<file path="config.mk">
export PLATFORM = sky130hd
export DESIGN_NAME = rcu_cfg_seq
export DESIGN_NICKNAME = d
export VERILOG_FILES = /design/src/rtl/rcu_pkg.sv /design/src/rtl/rcu_lock_filt.sv /design/src/rtl/rcu_cfg_seq.sv
export SDC_FILE = /design/constraint.sdc
export NUM_CORES = 1
export LEC_CHECK = 0
export ABC_AREA = 1
export CAP_MARGIN = 20
export CORE_UTILIZATION = 57
export CTS_CLUSTER_SIZE = 24
export DETAILED_ROUTE_END_ITERATION = 6
export MAX_ROUTING_LAYER = met4
export PLACE_DENSITY = 0.8
export SYNTH_ARGS = -nofsm -noshare
export SYNTH_HDL_FRONTEND = slang
export SYNTH_SLANG_ARGS = --single-unit
</file>
<file path="constraint.sdc">
create_clock -name clk_i -period 2.1 [get_ports clk_i]
set_clock_uncertainty 0.15 [all_clocks]
set_input_delay 0.315 -clock clk_i [delete_from_list [all_inputs] [get_ports clk_i]]
set_output_delay 0.315 -clock clk_i [all_outputs]
set_load 0.005 [all_outputs]
</file>
<file path="src/rtl/rcu_pkg.sv">
// Shared RCU types and constants for the clock configuration sequencer.
package rcu_pkg;

  localparam int unsigned RCU_CLK_CFG_WIDTH  = 3;
  localparam int unsigned RCU_CORE_SEL_WIDTH = 5;

  // clk_cfg encoding that selects bypass clocking (PLL not used)
  localparam logic [RCU_CLK_CFG_WIDTH-1:0] CLK_CFG_BYPASS = 3'b000;

  typedef enum logic [2:0] {
    ST_IDLE,
    ST_UNWIND,
    ST_PLL_ON,
    ST_WAIT_LOCK,
    ST_SWITCH,
    ST_CONFIRM,
    ST_DONE,
    ST_FAIL
  } rcu_seq_state_e;

  // A configuration needs the PLL whenever it is not the bypass encoding
  function automatic logic pll_used(input logic [RCU_CLK_CFG_WIDTH-1:0] cfg);
    return cfg != CLK_CFG_BYPASS;
  endfunction

endpackage

</file>
<file path="src/rtl/rcu_lock_filt.sv">
// Debounce of the raw PLL lock: lock is declared once pll_lock has been
// seen high for LOCK_FILT consecutive sampled cycles. clr_i holds the run at 0.
module rcu_lock_filt #(
  parameter int unsigned LOCK_FILT = 4
) (
  input  logic clk_i,
  input  logic rst_n_i,
  input  logic clr_i,
  input  logic lock_raw_i,
  output logic lock_o
);

  localparam int unsigned FW = $clog2(LOCK_FILT + 1);
  localparam logic [FW-1:0] RUN_MAX = FW'(LOCK_FILT);

  logic [FW-1:0] run_q;
  logic [FW-1:0] run_d;

  // Run length of consecutive high samples, saturating at LOCK_FILT
  always_comb begin
    run_d = '0;
    if (!clr_i && lock_raw_i) begin
      run_d = (run_q == RUN_MAX) ? run_q : run_q + FW'(1);
    end
  end

  // Run length register with synchronous active-low reset
  always_ff @(posedge clk_i) begin
    if (!rst_n_i) begin
      run_q <= '0;
    end else begin
      run_q <= run_d;
    end
  end

  // Asserted in the cycle whose sample completes the run, so the sequencer
  // can leave WAIT_LOCK on the same edge the filter reaches LOCK_FILT.
  assign lock_o = (run_d == RUN_MAX);

endmodule

</file>
<file path="src/rtl/rcu_cfg_seq.sv">
// RCU clock configuration sequencer: enables the PLL, waits for a filtered
// lock, applies clk_cfg/core_sel, confirms via the core_sel echo, and falls
// back to bypass clocking on any failure. All outputs are registered.
module rcu_cfg_seq
  import rcu_pkg::*;
#(
  parameter int unsigned LOCK_TIMEOUT = 1024,
  parameter int unsigned LOCK_FILT    = 4,
  parameter int unsigned SETTLE_CYC   = 16,
  parameter int unsigned CNT_WIDTH    = 16
) (
  input  logic                          clk_i,
  input  logic                          rst_n_i,
  input  logic                          req_i,
  input  logic [RCU_CLK_CFG_WIDTH-1:0]  cfg_clk_i,
  input  logic [RCU_CORE_SEL_WIDTH-1:0] cfg_core_sel_i,
  input  logic                          pll_lock_i,
  input  logic [RCU_CORE_SEL_WIDTH-1:0] core_sel_echo_i,
  output logic                          pll_en_o,
  output logic [RCU_CLK_CFG_WIDTH-1:0]  clk_cfg_o,
  output logic [RCU_CORE_SEL_WIDTH-1:0] core_sel_o,
  output logic                          busy_o,
  output logic                          done_o,
  output logic                          fail_o,
  output logic                          lock_o
);

  localparam logic [CNT_WIDTH-1:0] TIMEOUT_LAST = CNT_WIDTH'(LOCK_TIMEOUT - 1);
  localparam logic [CNT_WIDTH-1:0] SETTLE_LAST  = CNT_WIDTH'(SETTLE_CYC - 1);

  rcu_seq_state_e state_q, state_d;
  logic [CNT_WIDTH-1:0]          cnt_q, cnt_d;
  logic [RCU_CLK_CFG_WIDTH-1:0]  shadow_clk_q, shadow_clk_d;
  logic [RCU_CORE_SEL_WIDTH-1:0] shadow_sel_q, shadow_sel_d;
  logic                          pll_en_q, pll_en_d;
  logic [RCU_CLK_CFG_WIDTH-1:0]  clk_cfg_q, clk_cfg_d;
  logic [RCU_CORE_SEL_WIDTH-1:0] core_sel_q, core_sel_d;
  logic                          busy_q, busy_d;
  logic                          done_q, done_d;
  logic                          fail_q, fail_d;
  logic                          lock_q, lock_d;

  logic                          filt_clr;
  logic                          filt_lock;
  logic                          start_path;
  logic                          to_fail;
  logic [RCU_CLK_CFG_WIDTH-1:0]  path_clk;
  logic [RCU_CORE_SEL_WIDTH-1:0] path_sel;

  function automatic logic [CNT_WIDTH-1:0] cnt_inc(input logic [CNT_WIDTH-1:0] c);
    return (c == '1) ? c : c + CNT_WIDTH'(1);
  endfunction

  // The filter only accumulates while the sequencer is waiting for lock
  assign filt_clr = (state_q != ST_WAIT_LOCK);

  rcu_lock_filt #(
    .LOCK_FILT (LOCK_FILT)
  ) u_lock_filt (
    .clk_i      (clk_i),
    .rst_n_i    (rst_n_i),
    .clr_i      (filt_clr),
    .lock_raw_i (pll_lock_i),
    .lock_o     (filt_lock)
  );

  // Next-state and registered-output computation
  always_comb begin
    state_d      = state_q;
    cnt_d        = cnt_q;
    shadow_clk_d = shadow_clk_q;
    shadow_sel_d = shadow_sel_q;
    pll_en_d     = pll_en_q;
    clk_cfg_d    = clk_cfg_q;
    core_sel_d   = core_sel_q;
    busy_d       = busy_q;
    done_d       = done_q;
    fail_d       = fail_q;
    lock_d       = lock_q;
    start_path   = 1'b0;
    to_fail      = 1'b0;
    path_clk     = shadow_clk_q;
    path_sel     = shadow_sel_q;

    case (state_q)
      ST_IDLE, ST_FAIL, ST_DONE: begin
        if (req_i) begin
          shadow_clk_d = cfg_clk_i;
          shadow_sel_d = cfg_core_sel_i;
          busy_d       = 1'b1;
          done_d       = 1'b0;
          fail_d       = 1'b0;
          cnt_d        = '0;
          if (state_q == ST_DONE) begin
            state_d    = ST_UNWIND;
            pll_en_d   = 1'b0;
            clk_cfg_d  = CLK_CFG_BYPASS;
            core_sel_d = '0;
            lock_d     = 1'b0;
          end else begin
            // Shadow registers load on this same edge, so take the path
            // choice straight from the request inputs.
            start_path = 1'b1;
            path_clk   = cfg_clk_i;
            path_sel   = cfg_core_sel_i;
          end
        end else if (state_q == ST_DONE && pll_used(shadow_clk_q) && !pll_lock_i) begin
          to_fail = 1'b1;
        end
      end

      ST_UNWIND: begin
        if (cnt_q == SETTLE_LAST) begin
          start_path = 1'b1;
        end else begin
          cnt_d = cnt_inc(cnt_q);
        end
      end

      ST_PLL_ON: begin
        state_d = ST_WAIT_LOCK;
        cnt_d   = '0;
      end

      ST_WAIT_LOCK: begin
        if (filt_lock) begin
          state_d    = ST_SWITCH;
          lock_d     = 1'b1;
          clk_cfg_d  = shadow_clk_q;
          core_sel_d = shadow_sel_q;
          cnt_d      = '0;
        end else if (cnt_q == TIMEOUT_LAST) begin
          to_fail = 1'b1;
        end else begin
          cnt_d = cnt_inc(cnt_q);
        end
      end

      ST_SWITCH: begin
        if (cnt_q == SETTLE_LAST) begin
          state_d = ST_CONFIRM;
          cnt_d   = '0;
        end else begin
          cnt_d = cnt_inc(cnt_q);
        end
      end

      ST_CONFIRM: begin
        if (core_sel_echo_i == core_sel_q) begin
          state_d = ST_DONE;
          busy_d  = 1'b0;
          done_d  = 1'b1;
        end else if (cnt_q == SETTLE_LAST) begin
          to_fail = 1'b1;
        end else begin
          cnt_d = cnt_inc(cnt_q);
        end
      end

      default: begin
        state_d = ST_IDLE;
      end
    endcase

    if (start_path) begin
      cnt_d = '0;
      if (pll_used(path_clk)) begin
        state_d  = ST_PLL_ON;
        pll_en_d = 1'b1;
      end else begin
        state_d    = ST_SWITCH;
        pll_en_d   = 1'b0;
        clk_cfg_d  = path_clk;
        core_sel_d = path_sel;
      end
    end

    if (to_fail) begin
      state_d    = ST_FAIL;
      cnt_d      = '0;
      pll_en_d   = 1'b0;
      clk_cfg_d  = CLK_CFG_BYPASS;
      core_sel_d = '0;
      lock_d     = 1'b0;
      busy_d     = 1'b0;
      done_d     = 1'b0;
      fail_d     = 1'b1;
    end
  end

  // State, counter, shadow and output registers
  always_ff @(posedge clk_i) begin
    if (!rst_n_i) begin
      state_q      <= ST_IDLE;
      cnt_q        <= '0;
      shadow_clk_q <= CLK_CFG_BYPASS;
      shadow_sel_q <= '0;
      pll_en_q     <= 1'b0;
      clk_cfg_q    <= CLK_CFG_BYPASS;
      core_sel_q   <= '0;
      busy_q       <= 1'b0;
      done_q       <= 1'b0;
      fail_q       <= 1'b0;
      lock_q       <= 1'b0;
    end else begin
      state_q      <= state_d;
      cnt_q        <= cnt_d;
      shadow_clk_q <= shadow_clk_d;
      shadow_sel_q <= shadow_sel_d;
      pll_en_q     <= pll_en_d;
      clk_cfg_q    <= clk_cfg_d;
      core_sel_q   <= core_sel_d;
      busy_q       <= busy_d;
      done_q       <= done_d;
      fail_q       <= fail_d;
      lock_q       <= lock_d;
    end
  end

  assign pll_en_o   = pll_en_q;
  assign clk_cfg_o  = clk_cfg_q;
  assign core_sel_o = core_sel_q;
  assign busy_o     = busy_q;
  assign done_o     = done_q;
  assign fail_o     = fail_q;
  assign lock_o     = lock_q;

endmodule

</file>
Run 1, wires at chosen ports, followed through buffers:
(4 px per µm)
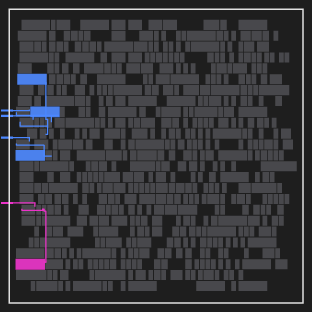
colour	port	bits	direction	edge	end cells	buffers	wire
blue	`clk_cfg_o`	3	output	left	3	3	62.4 µm
magenta	`fail_o`	1	output	left	1	1	27.1 µm

Run 1, M1 wires:
(8 px per µm) Supply wires on this layer in grey. Cells faint in the background.
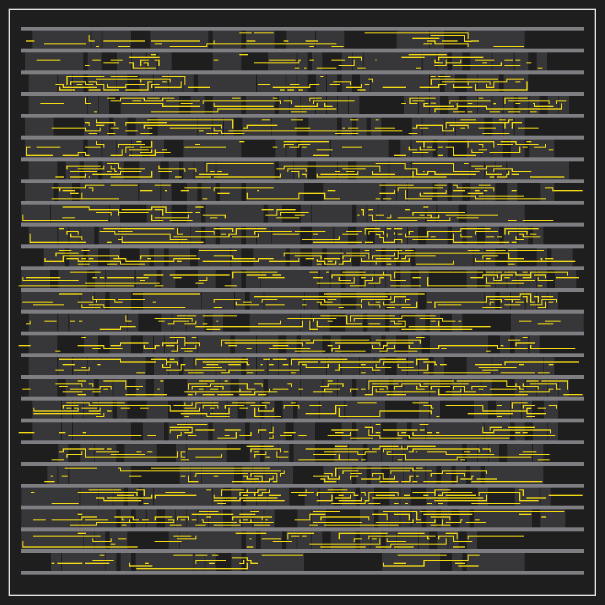
share of all routed wire	44%
wire length on this layer	3280 µm
longest straight run	21.6 µm
nets with wire on the layer	527
main direction	horizontal
GR Util met1: 35.4%
routed vias: 3113
Post-Route WL: 7450 µm

Run 1, cell density map:
(4 px per µm) 7 x 7 tiles, from dark blue (low) to red (high), 0 to 100% covered.
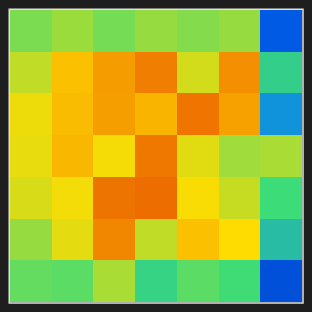
fullest tile	88%
mean over tiles	66%
tiles over 75% full	31%
Final Util: 75.6%
CORE AREA: 0.00479 mm²

Run 1, cell outlines without signal wires:
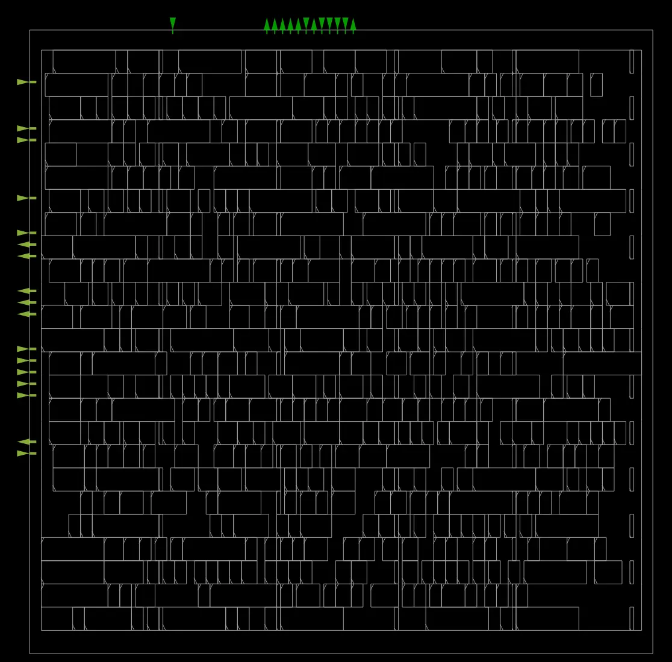
fill cell count: 404
tap cells: 67
Layout Cells excl Fill: 607
num sequential: 43

==> impl_metrics.yaml, run 1 <==
# physical design summary
clock_tree:
  holdBufCountCts: 0
  ctsHtreeMaxLevel: 2
  insertion_delay_ns: 0.30
  clk_pin_slew_ns: 0.09
  clock_sinks: 43
  cts_tree: "built"
yosys:
  top_area_cell: "dfxtp_1"
  yosys_warnings: 0
  top_cell_area_share_pct: 29.9
  synthCells: 484
  yosys-top-cells-count: "159 x nand2_1, 68 x inv_1, 55 x nor2_1"
cells_and_area:
  num_antenna_cells: 0
  nonClkBufAreaFrac_pct: 14.8
  largest_class: "multi-input combinational cells"
  combGateArea_mm2: 0.00177
  final_nets: 559
  seq_share_pct: 23.9
  clock_buffers: 5
  syn_to_final_growth_pct: 25.7
  regMostFlops: "cnt_q"
critical_path:
  critPathTopFamily: "simple AND/OR/NAND/NOR gates"
  cp-endpoint: "cnt_q[5]"
  max_stage_delay_ns: 0.35
  critPathLaunch: "u_lock_filt.run_q[0]"
  crit_slowest_cell: "dfxtp_2"
  endpoint_kind: "flip-flop"
power_and_ir_drop:
  pg_comb_mw: 1.40
timing:
  period_used_pct: 93.7
  worst_slew_pin_slew_ns: 0.414
  worst_slack_ns: 0.132
  hold_slack_ns: 0.315
  worst_slew_margin_rel_pct: 72.4
die:
  die_area_mm2: 0.00534
  die_w_um: 73.1
  die_h_um: 73.1
global_route:
  grt_busiest_layer: "met2"
  met2_usage_pct: 53.2
  gr-total-overflow: 0
run_status:
  status: "finished clean"
routing:
  routedWlPerCell_um: 12.3
  drc_errors: 0
  route.met2.wl_um: 3770
  first_pass_iters: 5
  ant_nets: 0
  wl_met3_um: 280
hold_path:
  min_path_type: "reg2reg"
  holdPathStages: 2
place:
  numPortBuffers: 29
  dp_hpwl_um: 5710
Run 1, sizing map:
(4 px per µm)
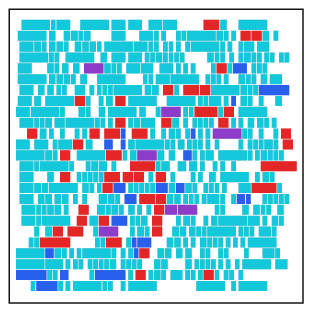

## Run 2: what changed since run 1
CORE_ASPECT_RATIO = 0.7   (was default)
CORE_UTILIZATION = 52   (was 57)
PLACE_DENSITY = 0.77   (was 0.8)
clock period = 1.6 ns   (was 2.1 ns; I/O delays follow)
Run 2, sizing map:
(4 px per µm)
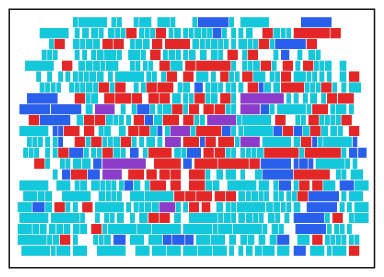
colour	size	cells	share
red	drive 3 to 4	115	19%
blue	drive 2	52	8.7%
cyan	drive 1 or less	423	71%
purple	drive 6 and up	10	1.7%

Run 2, M1 wires:
(6 px per µm) Supply wires on this layer in grey. Cells faint in the background.
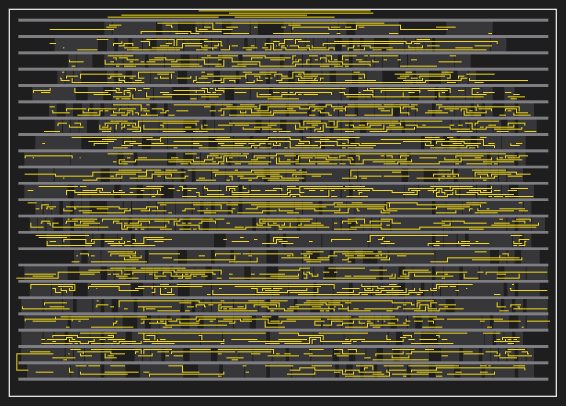
main direction	horizontal
nets with wire on the layer	578
longest straight run	38.1 µm
wire length on this layer	4300 µm
share of all routed wire	45%
Post-Route WL: 9650 µm
routed vias: 3573
GR Util met1: 44.2%

Run 2, cell outlines without signal wires:
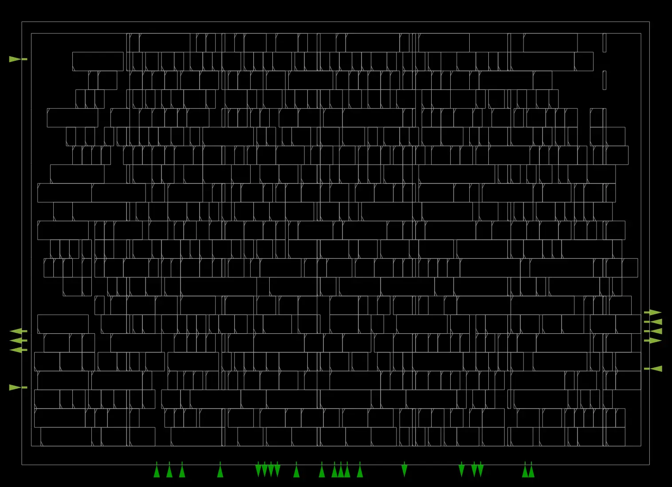
CORE AREA: 0.00529 mm²
tap cells: 72
flop share of the area: 20.7%

==> run 2 against run 1 <==
Effect of this change:
- the flow now finishes with violations (negative setup slack)
- sequential power up 29%
- clock power up 86%
- die size up 9.4%
- critical path depth unchanged
- utilization up 5.4 points
- fmax down 0.86%
- global-route usage up 2.3 points
- total power up 58%
- via count up 15%
- hold slack better by 0.0078 ns
- critical endpoint is now cnt_q[2]
==> impl_metrics.yaml, run 2 <==
# physical design summary
yosys:
  top_area_cell: "dfxtp_1"
timing:
  worst_slew_margin_rel_pct: 76.4
  setup_violations: 32
  worst_slack_ns: -0.385
cells_and_area:
  num_antenna_cells: 0
  clock_buffers: 5
  syn_to_final_growth_pct: 48.7
  final_nets: 619
  combGateArea_mm2: 0.00192
critical_path:
  critPathLaunch: "u_lock_filt.run_q[0]"
  max_stage_delay_ns: 0.38
  crit_slowest_cell: "dfxtp_4"
hold_path:
  min_path_type: "reg2reg"
routing:
  ant_nets: 0
  route.met2.wl_um: 4280
  first_pass_iters: 5
  wl_met3_um: 908
power_and_ir_drop:
  pg_comb_mw: 2.36
run_status:
  status: "finished, violations left"
  failed_checks: "negative setup slack"
place:
  numPortBuffers: 29
clock_tree:
  clk_pin_slew_ns: 0.09
  holdBufCountCts: 0
  insertion_delay_ns: 0.31
## Run 3: what changed since run 2
CTS_CLUSTER_DIAMETER = 200   (was default)
CTS_CLUSTER_SIZE = 12   (was 24)
Run 3, cell density map:
(4 px per µm) 9 x 6 tiles, from dark blue (low) to red (high), 0 to 100% covered.
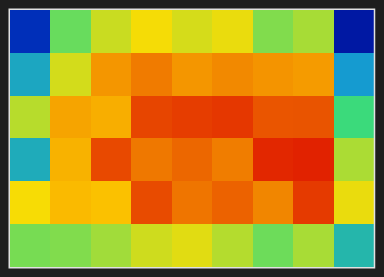
fullest tile	96%
densest ninth of the die	middle
tiles over 75% full	50%
mean over tiles	72%
Final Util: 81.0%
fp util: 54.5%

Run 3, cell outlines without signal wires:
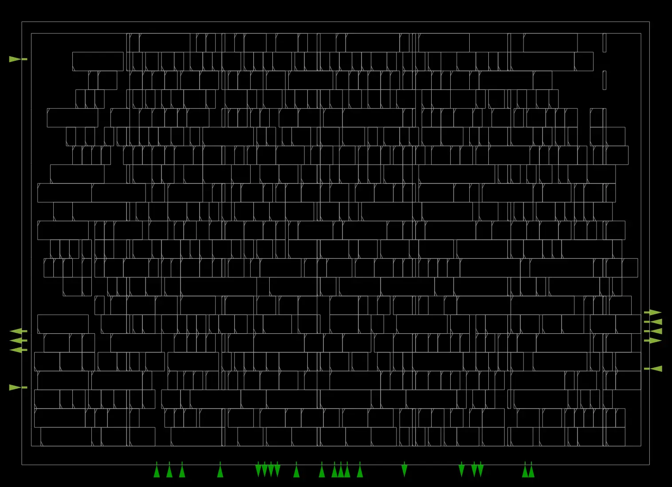
fill cell count: 355
Rows: 22
Layout Cells excl Fill: 672

Run 3, sizing map:
(4 px per µm)
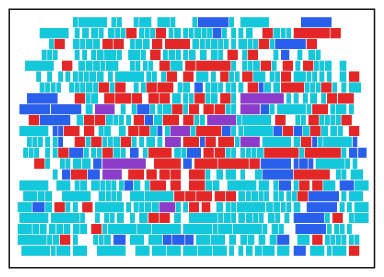
colour	size	cells	share
blue	drive 2	52	8.7%
red	drive 3 to 4	115	19%
cyan	drive 1 or less	423	71%
purple	drive 6 and up	10	1.7%
area grow syn2layout: 48.7%
Worst Slack Setup Final: -0.385 ns

==> run 3 against run 2 <==
Effect of this change:
- the flow still finishes with violations (negative setup slack)
- design area unchanged
- setup slack unchanged
- clock-buffer cell count unchanged
- via count unchanged
- total power unchanged
- largest cell class unchanged
- highest routed layer unchanged
==> impl_metrics.yaml, run 3 <==
# physical design summary
routing:
  ant_nets: 0
  first_pass_iters: 5
  route.met2.wl_um: 4280
  routedWlPerCell_um: 14.4
  wl_um: 9650
  num_vias: 3573
  vias_per_cell: 5.32
  wl_met3_um: 908
run_status:
  status: "finished, violations left"
  failed_checks: "negative setup slack"
cells_and_area:
  seq_share_pct: 20.7
  final_nets: 619
  num_antenna_cells: 0
  non_clock_buffer_count: 118
  flops: 43
  clock_buffers: 5
  combGateArea_mm2: 0.00192
clock_tree:
  clockBufferDepth: 2
  root_buffer: "clkbuf_8"
  ctsHtreeMaxLevel: 2
  clk_pin_slew_ns: 0.09
  insertion_delay_ns: 0.31
  holdBufCountCts: 0
global_route:
  grt_use_total_pct: 33.0
  grt_pass1_vias: 3282
  gr-usage-met1_pct: 44.2
hold_path:
  min_path_type: "reg2reg"
power_and_ir_drop:
  maxPowerGroup: "combinational logic"
  pg_comb_mw: 2.36
  p_total_mw: 4.80
  p_per_area_mw_per_mm2: 1120
critical_path:
  max_stage_delay_ns: 0.38
  cp_data_required_time_ns: 1.70
  crit_buf_inv: 4
  crit_slowest_cell: "dfxtp_4"
  critPathLaunch: "u_lock_filt.run_q[0]"
timing:
  setup_violations: 32
  period_used_pct: 124
  worst_slack_ns: -0.385
  worst_slew_margin_rel_pct: 76.4
yosys:
  aoi_share_pct: 12.4
  ys_cells: 484
  syn_area_mm2: 0.00288
  top_cell: "nand2_1"
  top_area_cell: "dfxtp_1"
place:
  place.gp.congestion: 0.941
die:
  core_region_area_mm2: 0.00529
  num_tap_cells: 72
flow_run:
  log.warning_count: 30
Power figures rest on the tool's default switching activity, not on a simulated workload.
